<file path="src/rtl/hazard_unit.sv">
// Decode-stage hazard controller: load-use bubbles, branch/jump squashes and
// data-memory wait freezes, with a saturating bubble counter and timeout flag.
module hazard_unit #(
  parameter int unsigned MEM_TIMEOUT = 64,
  parameter int unsigned CNT_W       = 16
) (
  input  logic             clk,
  input  logic             rst,
  input  logic [4:0]       id_rs,
  input  logic [4:0]       id_rt,
  input  logic             id_uses_rt,
  input  logic             id_jump,
  input  logic             ex_MemRead,
  input  logic [4:0]       ex_rt,
  input  logic             ex_branch_taken,
  input  logic             mem_busy,
  output logic             Stall,
  output logic             PCWrite,
  output logic             IFIDWrite,
  output logic             IFIDFlush,
  output logic             IDEXFlush,
  output logic             IDEXWrite,
  output logic             EXMEMWrite,
  output logic [CNT_W-1:0] stall_count,
  output logic             mem_timeout
);

  localparam int unsigned WAIT_W = $clog2(MEM_TIMEOUT + 1);
  localparam logic [WAIT_W-1:0] WAIT_MAX = WAIT_W'(MEM_TIMEOUT);

  typedef enum logic {RUN, MEMWAIT} state_t;

  state_t            state_q, state_d;
  logic              pend_q, pend_d;
  logic [WAIT_W-1:0] wait_q, wait_d;
  logic [CNT_W-1:0]  cnt_q, cnt_d;
  logic              tmo_q, tmo_d;

  logic load_use;
  logic branch_eff;

  assign load_use = ex_MemRead && (ex_rt != '0) &&
                    ((ex_rt == id_rs) || (id_uses_rt && (ex_rt == id_rt)));

  // A branch captured while frozen is replayed on the first unfrozen cycle.
  assign branch_eff = ex_branch_taken || ((state_q == MEMWAIT) && pend_q);

  always_comb begin
    Stall      = 1'b0;
    PCWrite    = 1'b1;
    IFIDWrite  = 1'b1;
    IFIDFlush  = 1'b0;
    IDEXFlush  = 1'b0;
    IDEXWrite  = 1'b1;
    EXMEMWrite = 1'b1;
    if (rst) begin
      Stall     = 1'b1;
      PCWrite   = 1'b0;
      IFIDWrite = 1'b0;
      IFIDFlush = 1'b1;
      IDEXFlush = 1'b1;
    end else if (mem_busy) begin
      PCWrite    = 1'b0;
      IFIDWrite  = 1'b0;
      IDEXWrite  = 1'b0;
      EXMEMWrite = 1'b0;
    end else if (branch_eff) begin
      Stall     = 1'b1;
      IFIDFlush = 1'b1;
      IDEXFlush = 1'b1;
    end else if (load_use) begin
      Stall     = 1'b1;
      PCWrite   = 1'b0;
      IFIDWrite = 1'b0;
    end else if (id_jump) begin
      IFIDFlush = 1'b1;
    end
  end

  always_comb begin
    state_d = state_q;
    pend_d  = pend_q;
    wait_d  = wait_q;
    tmo_d   = tmo_q;
    cnt_d   = cnt_q;
    if (mem_busy) begin
      // The entry cycle counts as the first busy cycle of the wait.
      state_d = MEMWAIT;
      if (ex_branch_taken) pend_d = 1'b1;
      if (wait_q != WAIT_MAX) wait_d = wait_q + 1'b1;
      if (wait_d == WAIT_MAX) tmo_d = 1'b1;
    end else begin
      state_d = RUN;
      pend_d  = 1'b0;
      wait_d  = '0;
    end
    if (Stall && (cnt_q != '1)) cnt_d = cnt_q + 1'b1;
  end

  always_ff @(posedge clk or posedge rst) begin
    if (rst) begin
      state_q <= RUN;
      pend_q  <= 1'b0;
      wait_q  <= '0;
      cnt_q   <= '0;
      tmo_q   <= 1'b0;
    end else begin
      state_q <= state_d;
      pend_q  <= pend_d;
      wait_q  <= wait_d;
      cnt_q   <= cnt_d;
      tmo_q   <= tmo_d;
    end
  end

  assign stall_count = cnt_q;
  assign mem_timeout = tmo_q;

endmodule

</file>
<file path="config.mk">
export PLATFORM = sky130hd
export DESIGN_NAME = hazard_unit
export DESIGN_NICKNAME = d
export VERILOG_FILES = /design/src/rtl/hazard_unit.sv
export SDC_FILE = /design/constraint.sdc
export NUM_CORES = 1
export LEC_CHECK = 0
export ABC_AREA = 1
export CAP_MARGIN = 5
export CORE_MARGIN = 5
export CORE_UTILIZATION = 40
export DETAILED_ROUTE_END_ITERATION = 8
export GPL_ROUTABILITY_DRIVEN = 0
export GPL_TIMING_DRIVEN = 0
export MAX_ROUTING_LAYER = met4
export PLACE_DENSITY = 0.68
export RECOVER_POWER = 25
export SYNTH_ARGS = -nofsm -noshare
export SYNTH_HDL_FRONTEND = slang
export SYNTH_SLANG_ARGS = --single-unit
</file>
<file path="constraint.sdc">
create_clock -name clk -period 1.8 [get_ports clk]
set_input_delay 0.36 -clock clk [delete_from_list [all_inputs] [get_ports clk]]
set_output_delay 0.36 -clock clk [all_outputs]
set_load 0.05 [all_outputs]
</file>
Fig. 1: run 1, wiring by layer
Two of the layers only.
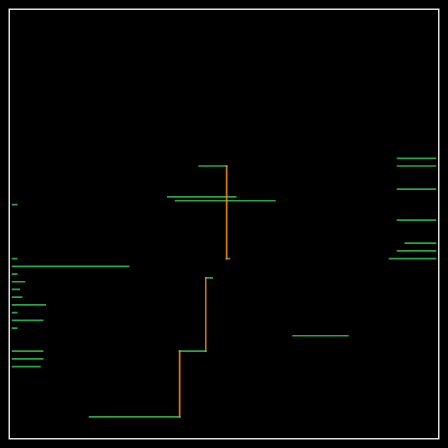
legend:
  M4:
    colour: orange
    wire_length: 40.8 um
  M3:
    colour: green
    wire_length: 168 um

Fig. 2: run 1, sequential cells coloured by netlist name
The bar under the picture is 20 um long. Other sequential cells in the stronger grey, the rest of the logic in the fainter grey.
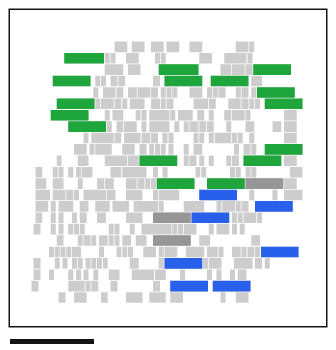
legend:
  `stall_count`:
    colour: green
    sequential_cells: 16
  `wait_q`:
    colour: blue
    sequential_cells: 7
flop share of the area: 0.2747
Layout Utilization: 0.5818
Seq group: 0.000745 W
Reg area: 653.1 um2

==> flow_metrics.tcl, run 1 <==
# flow metrics
set metrics [dict create \
    status "completed" \
    cts.sinks 26 \
    reg2reg_depth 9 \
    grt_setup_unrepaired "true" \
    maxCapViolCount 0 \
    hold_buffers 0 \
    wirelength_mm 4.048 \
    syn-num-nets 270 \
    drtPass1Iterations 4 \
    synth_area_um2 1713 \
    syn_avg_cell_area_um2 6.991 \
    logic_area_um2 953.4 \
    grt_first_pass_wirelength_mm 6.989 \
    maxSlewHeadroom 0.4770 \
    r2r-start "stall_count[0]" \
    dp_hpwl_mm 3.071 \
    worst_pin_slew_ns 0.7845 \
    clkbuf_count 4 \
    critical_path_class "primary input to output port" \
    cts-root-buf "clkbuf_8" \
    cts_buffers 3 \
    dp.cells 340 \
    die_y_um 75.44 \
    grt_pass1_vias 1588 \
    largest_class "combinational gates" \
    cp_max_fo 10 \
    ys_types 27 \
    die-area_um2 5691 \
    use_met3 0.02375 \
    drtIter0Drc 95 \
    skew_ns 0.004092 \
    tapCellCount 50 \
    yosysWarnings 0 \
    tritoncts "done" \
    ir_drop_mv 0.3906 \
    top_area_frac 0.3798 \
    fp_util 0.4192 \
    place.port_buffers 45 \
    setup_viol 0 \
    core_area_um2 4086 \
    n_all_inverters 35 \
    timing.final.crit_share 0.9895 \
    grt_max_degree 15 \
    antenna_left 0 \
    buffers 60 \
    syn_inst 245 \
    ys_seq_elements 26 \
    area_leaders "dfrtp_1 (38%), nand2_1 (18%), nand3_1 (8.2%), inv_1 (6.4%), nor2_1 (5.9%)" \
    yosysTopAreaCell "dfrtp_1" \
    via_per_inst 4.653 \
    die_w_um 75.44 \
    h-tree-depth 1 \
    fin_nets 330 \
    hold_path_class "primary input to asynchronous set/reset pin" \
    use_met1 0.2189 \
    crit_start "mem_busy" \
    worstSetupStartpointType "primary input" \
    fin_crit_ns 1.781 \
    comb_share 0.4011 \
    slew_violations 0 \
    grt-ovfl-total 0 \
    flop-count 26 \
    via_count 1647 \
    clk_pin_slew_ns 0.09 \
    final_cells 354 \
    antenna_cells 0 \
    non_clock_buffer_area_share 0.2153 \
]
Fig. 3: run 1, track usage over the die
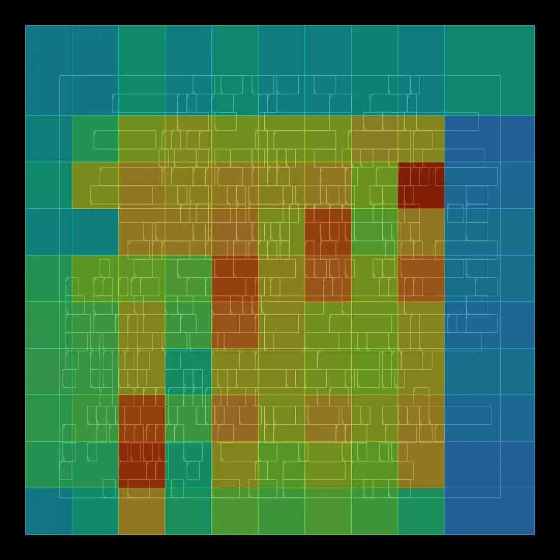
GRT Util Overall: 0.1605
Routed WL per cell: 11.44 um

[run 1: repair_timing]
action,in CTS,in global routing
resized,132,17
setup buffers,4,6
cloned,1,0
setup endpoints to repair,39,19
pin swaps,27,13
[run 1: flip-flops by register name (all words and copies together) (netlist names)]
register	cells
stall_count	16
state_q	1
mem_timeout	1
wait_q	7
pend_q	1
[run 1: critical path, stage by stage]
cell	delay, ns
dlygate4sd2_1	0.39
clkinv_4	0.18
nand3_1	0.13
nand2_2	0.07
buf_8	0.14
buf_8	0.14
[run 1: per-stage QoR]
stage	hold WS (ns)	power (W)	setup WS, ns	cell area (um2)
finish	0.3453	0.001811	0.01899	2377
global route	0.3917	0.001919	-0.05906	2377
detailed placement	0.4482	0.001464	-1.689	2273
CTS	0.3666	0.001796	-0.02278	2306
floorplan	0.2820	0.001212	-0.06970	1760
global placement	0.4461	0.001457	-1.675	2273
[run 1: power breakdown]
part | total, W | internal [W] | switching (W)
clock network | 0.000374 | 0.000195 | 0.000178
logic | 0.000692 | 0.000243 | 0.000449
registers | 0.000745 | 0.000651 | 0.0000947
[run 1: synth_stat cells]
library cell and instances:
nor4_1 1, o21ai_0 3, clkinv_1 1, a21oi_1 1, xnor2_1 7, inv_2 4
inv_1 29, xor2_1 7, nand3_2 1, nor3_2 1, nor2_4 1, nor3_1 3
nor2_2 2, nand2_1 82, nor2_1 27, buf_6 1, nand2_2 1, or2_2 1
nand3b_1 1, buf_8 1, nand4_1 7, buf_4 4, nand2_4 1, a31o_2 1
ha_1 3, nand3_1 28, dfrtp_1 26
[run 1: logic make-up after synthesis]
family,synth area share
xor+xnor,0.07159
fa+ha+maj,0.02192
buf+inv,0.1074
compound gates,0.01680
simple gates,0.4025
flops,0.3798
[run 1: routing by layer]
| layer | wire length, um | vias to the layer above | part of all wire |
|---|---|---|---|
| met2 | 1878 | 32 | 0.46 |
| met3 | 167 | 6 | 0.041 |
| met4 | 40 | 0 | 0.0099 |
| met5 | 0 | - | 0 |
| li1 | - | 881 | - |
| met1 | 1961 | 728 | 0.48 |
[run 1: layout by cell type (no fill, tap or decap), types with 2 or more instances in the layout]
cell type	Yosys	final
nor2_1	27	25
buf_4	4	12
nand4_1	7	7
dfrtp_1	26	24
buf_8	1	5
o21ai_4	0	2
ha_1	3	3
nor2_4	1	2
dlygate4sd2_1	0	20
nand2_1	82	76
nor3_1	3	3
xor2_1	7	7
inv_2	4	8
dfrtp_2	0	2
nand3_2	1	3
nor2_2	2	3
clkdlybuf4s15_2	0	2
clkbuf_8	0	4
nand3_1	28	26
buf_2	0	12
nand2_2	1	6
buf_6	1	4
inv_1	29	24
xnor2_1	7	7
[run 1: worst paths after layout]
check | endpoint | slack, ns
setup reg to reg | stall_count[3] | 0.14
setup / recovery | Stall | 0.02
hold reg to reg | mem_timeout | 0.46
min in group clk | mem_timeout | 0.46
max in group asynchronous | wait_q[4] | 0.72
hold / removal | stall_count[10] | 0.35
Fig. 4: run 1, gate-type map
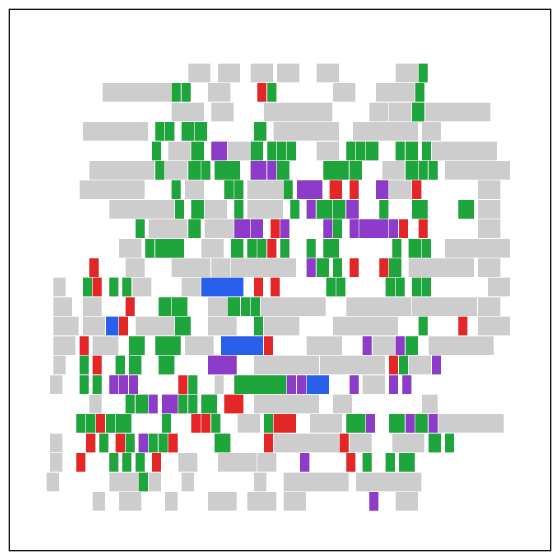

--- run 2 (diff from run 1) ---
CORE_UTILIZATION = 44   (was 40)
PLACE_DENSITY = 0.74   (was 0.68)
Fig. 5: run 2, gate-type map
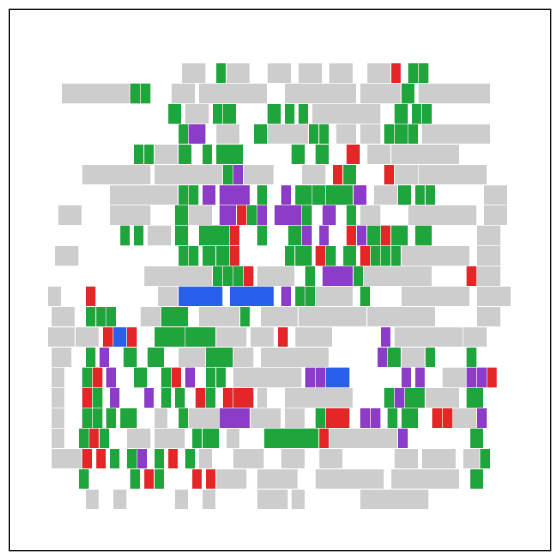
legend:
  inv cells:
    colour: red
    cells: 35
  nor cells:
    colour: purple
    cells: 35
  nand cells:
    colour: green
    cells: 121
  aoi and oai cells:
    colour: blue
    cells: 4
final std cells w/o fill: 350
Commonest Layout Cell: nand2_1
logic share of the area: 0.4076

Fig. 6: run 2, cells by drive strength
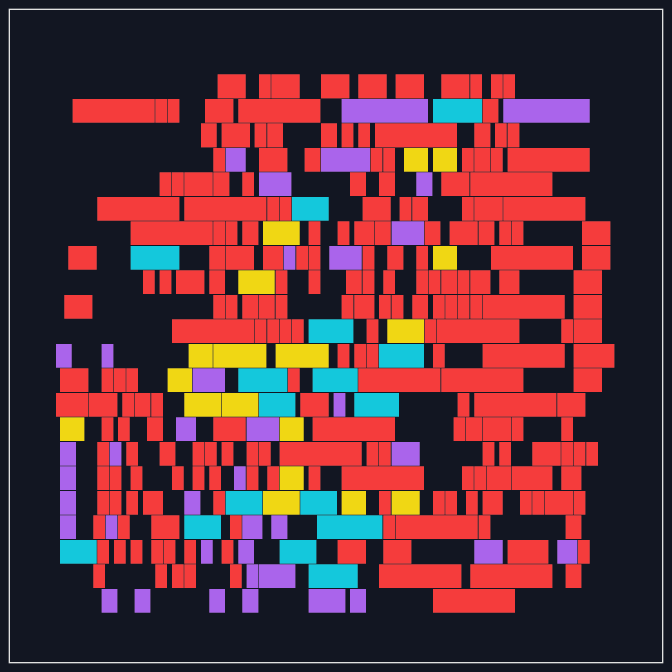
legend:
  x6 and larger:
    colour: cyan
    cells: 16
    share: 5.3%
    most_used: buf_6
  x3 and x4:
    colour: yellow
    cells: 18
    share: 6.0%
    most_used: buf_4
  x2:
    colour: purple
    cells: 38
    share: 13%
    most_used: buf_2
  x1 and smaller:
    colour: red
    cells: 230
    share: 76%
    most_used: nand2_1

==> run 2 against run 1 <==
  * The run now ends with negative setup slack left
  * Register-to-register slack barely moved
  * Clock skew rose by 0.013 ns
  * Fmax shrank 1.9%
  * Worst setup slack lost 0.034 ns
  * Clock power is essentially flat
  * Die area down 7.9%
  * Critical path type is now register to output port
  * Critical endpoint is now PCWrite
==> flow_metrics.tcl, run 2 <==
# flow metrics
set metrics [dict create \
    status "complete, but fails checks" \
    violations "negative setup slack" \
    top_area_frac 0.3798 \
    cts-root-buf "clkbuf_8" \
    syn-num-nets 270 \
    ys_types 27 \
    placed_area_um2 2271 \
    final_util 0.6394 \
    yosysWarnings 0 \
    r2r-start "stall_count[0]" \
    via_per_inst 4.877 \
    fin_ws_ns -0.01525 \
    fp_util 0.4609 \
    yosysTopAreaCell "dfrtp_1" \
    fin_crit_ns 1.815 \
    synthTopCellsByCount "nand2_1 (82), inv_1 (29), nand3_1 (28), nor2_1 (27), dfrtp_1 (26)" \
    r2r_setup_slack_ns 0.15 \
    grt-ovfl-total 0 \
    logic_area_um2 968.4 \
    die-area_um2 5241 \
    maxSlewHeadroom 0.5188 \
    critPathMaxStageDelay_ns 0.39 \
    cts_buffers 3 \
    drtPass1Iterations 4 \
    fin_nets 328 \
    worst_pin_slew_ns 0.7217 \
    clk_pin_slew_ns 0.10 \
    critPathBufInv 4 \
    crit_family "buffers and inverters" \
    worstSetupStartpointType "register" \
    syn_inst 245 \
    synth_dominant_cell_count "nand2_1" \
    edf_count 0 \
    grt_setup_unrepaired "true" \
    wl_per_cell_um 11.62 \
    timing.final.crit_share 1.008 \
    wirelength_mm 4.066 \
    maxCapViolCount 0 \
    area_leaders "dfrtp_1 (38%), nand2_1 (18%), nand3_1 (8.2%), inv_1 (6.4%), nor2_1 (5.9%)" \
    place.port_buffers 45 \
    drtIter0Drc 98 \
    die_y_um 72.40 \
    h-tree-depth 1 \
    slew_violations 0 \
    fmax_mhz 550.9 \
    flop_cell "dfrtp_1" \
    largest_reg_flops 16 \
    reg2reg_depth 10 \
    grt_first_pass_wirelength_mm 7.196 \
    async_reset_ff_frac 1.000 \
    skew_ns 0.01743 \
    critical_path_class "register to output port" \
    synth_area_um2 1713 \
    die_w_um 72.40 \
    worst_path_most_repeated_cell "buf_6" \
    cp_cell_sequence "a21oi_2 > inv_2 > buf_6 > o21ai_4 > nor2_4 > buf_6 > buf_8" \
    grt_max_degree 15 \
    ys_seq_elements 26 \
    antenna_left 0 \
    mostFrequentLayoutCells "nand2_1 (78), nor2_1 (26), nand3_1 (25)" \
    dp_hpwl_mm 3.061 \
    setup_viol 1 \
    antenna_cells 0 \
    tritoncts "done" \
    r2r-end "stall_count[9]" \
    hold_path_class "primary input to asynchronous set/reset pin" \
    grt_use_total 0.1738 \
    grt_pass1_vias 1651 \
    cp_max_fo 2 \
    via_count 1707 \
    core_area_um2 3716 \
    final_cell_area_um2 2376 \
    ir_drop_mv 0.6758 \
    ys_chip_area_um2 1713 \
    syn_avg_cell_area_um2 6.991 \
    cp_slowest_cell "dfrtp_1" \
    flop_area_um2 653.1 \
    cts.sinks 26 \
]
## run 2: cell counts after synthesis
Identical to the previous run, type by type.
## run 2: stage by stage
| stage | hold WS [ns] | std cells | total power (W) | worst slack, ns |
|---|---|---|---|---|
| after floorplan | 0.2820 | 245 | 0.001212 | -0.06970 |
| after global placement | 0.4480 | 338 | 0.001451 | -1.667 |
| after detailed placement | 0.4947 | 338 | 0.001457 | -1.706 |
| after CTS | 0.3665 | 347 | 0.001796 | -0.02122 |
| after global routing | 0.3932 | 350 | 0.001913 | -0.07554 |
| final | 0.3481 | 350 | 0.001802 | -0.01525 |
## run 2: area by class of cell
| cell class | count | area share |
|---|---|---|
| sequential | 26 | 0.2749 |
| clock buffer | 4 | 0.02317 |
| timing repair buffer | 53 | 0.1875 |
| timing repair inverter | 1 | 0.002106 |
| multi-input combinational | 179 | 0.4076 |
| tap | 48 | 0.02528 |
| inverter | 34 | 0.05740 |
| buffer | 5 | 0.02212 |
## run 2: kinds of logic after synthesis
group / Yosys count / share of synthesized area
DFF: 26 / 0.3798
xor gates and xnor gates: 14 / 0.07159
AOI/OAI and AO/OA: 5 / 0.01680
and+or+nand+nor: 157 / 0.4025
buffers and inverters: 40 / 0.1074
adders and majority gates: 3 / 0.02192
## run 2: per-layer routing
layer  part of all wire  track usage  wire length (um)
met1               0.45       0.2317              1839
met2               0.48       0.2791              1957
met3              0.046      0.01662               189
met4              0.020      0.05533                80
met5                  0            -                 0
## run 2: worst max-delay path by stage
stage	end	from	cells after the start
5_1_grt	PCWrite	pend_q	7
6_report	PCWrite	pend_q	7
4_1_cts	Stall	pend_q	6
2_1_floorplan	Stall	rst	5
3_5_place_dp	Stall	rst	7
3_3_place_gp	Stall	rst	7
## run 2: repair_timing
| item | 4_1_cts | 5_1_grt |
|---|---|---|
| cloned | 1 | 0 |
| buffers inserted | 4 | 4 |
| pin swaps | 28 | 7 |
| setup endpoints to repair | 39 | 19 |
| gates resized | 139 | 10 |
| endpoints found under the hold margin | 0 | 0 |
| hold buffers | 0 | 0 |
## run 2: report_power, final
| group | switching [W] | internal [W] | total, W |
|---|---|---|---|
| Combinational | 0.000447 | 0.000238 | 0.000685 |
| Clock | 0.000178 | 0.000195 | 0.000374 |
| Sequential | 0.0000935 | 0.000651 | 0.000744 |
No activity file was given, so power comes from the tool's default toggle rates.
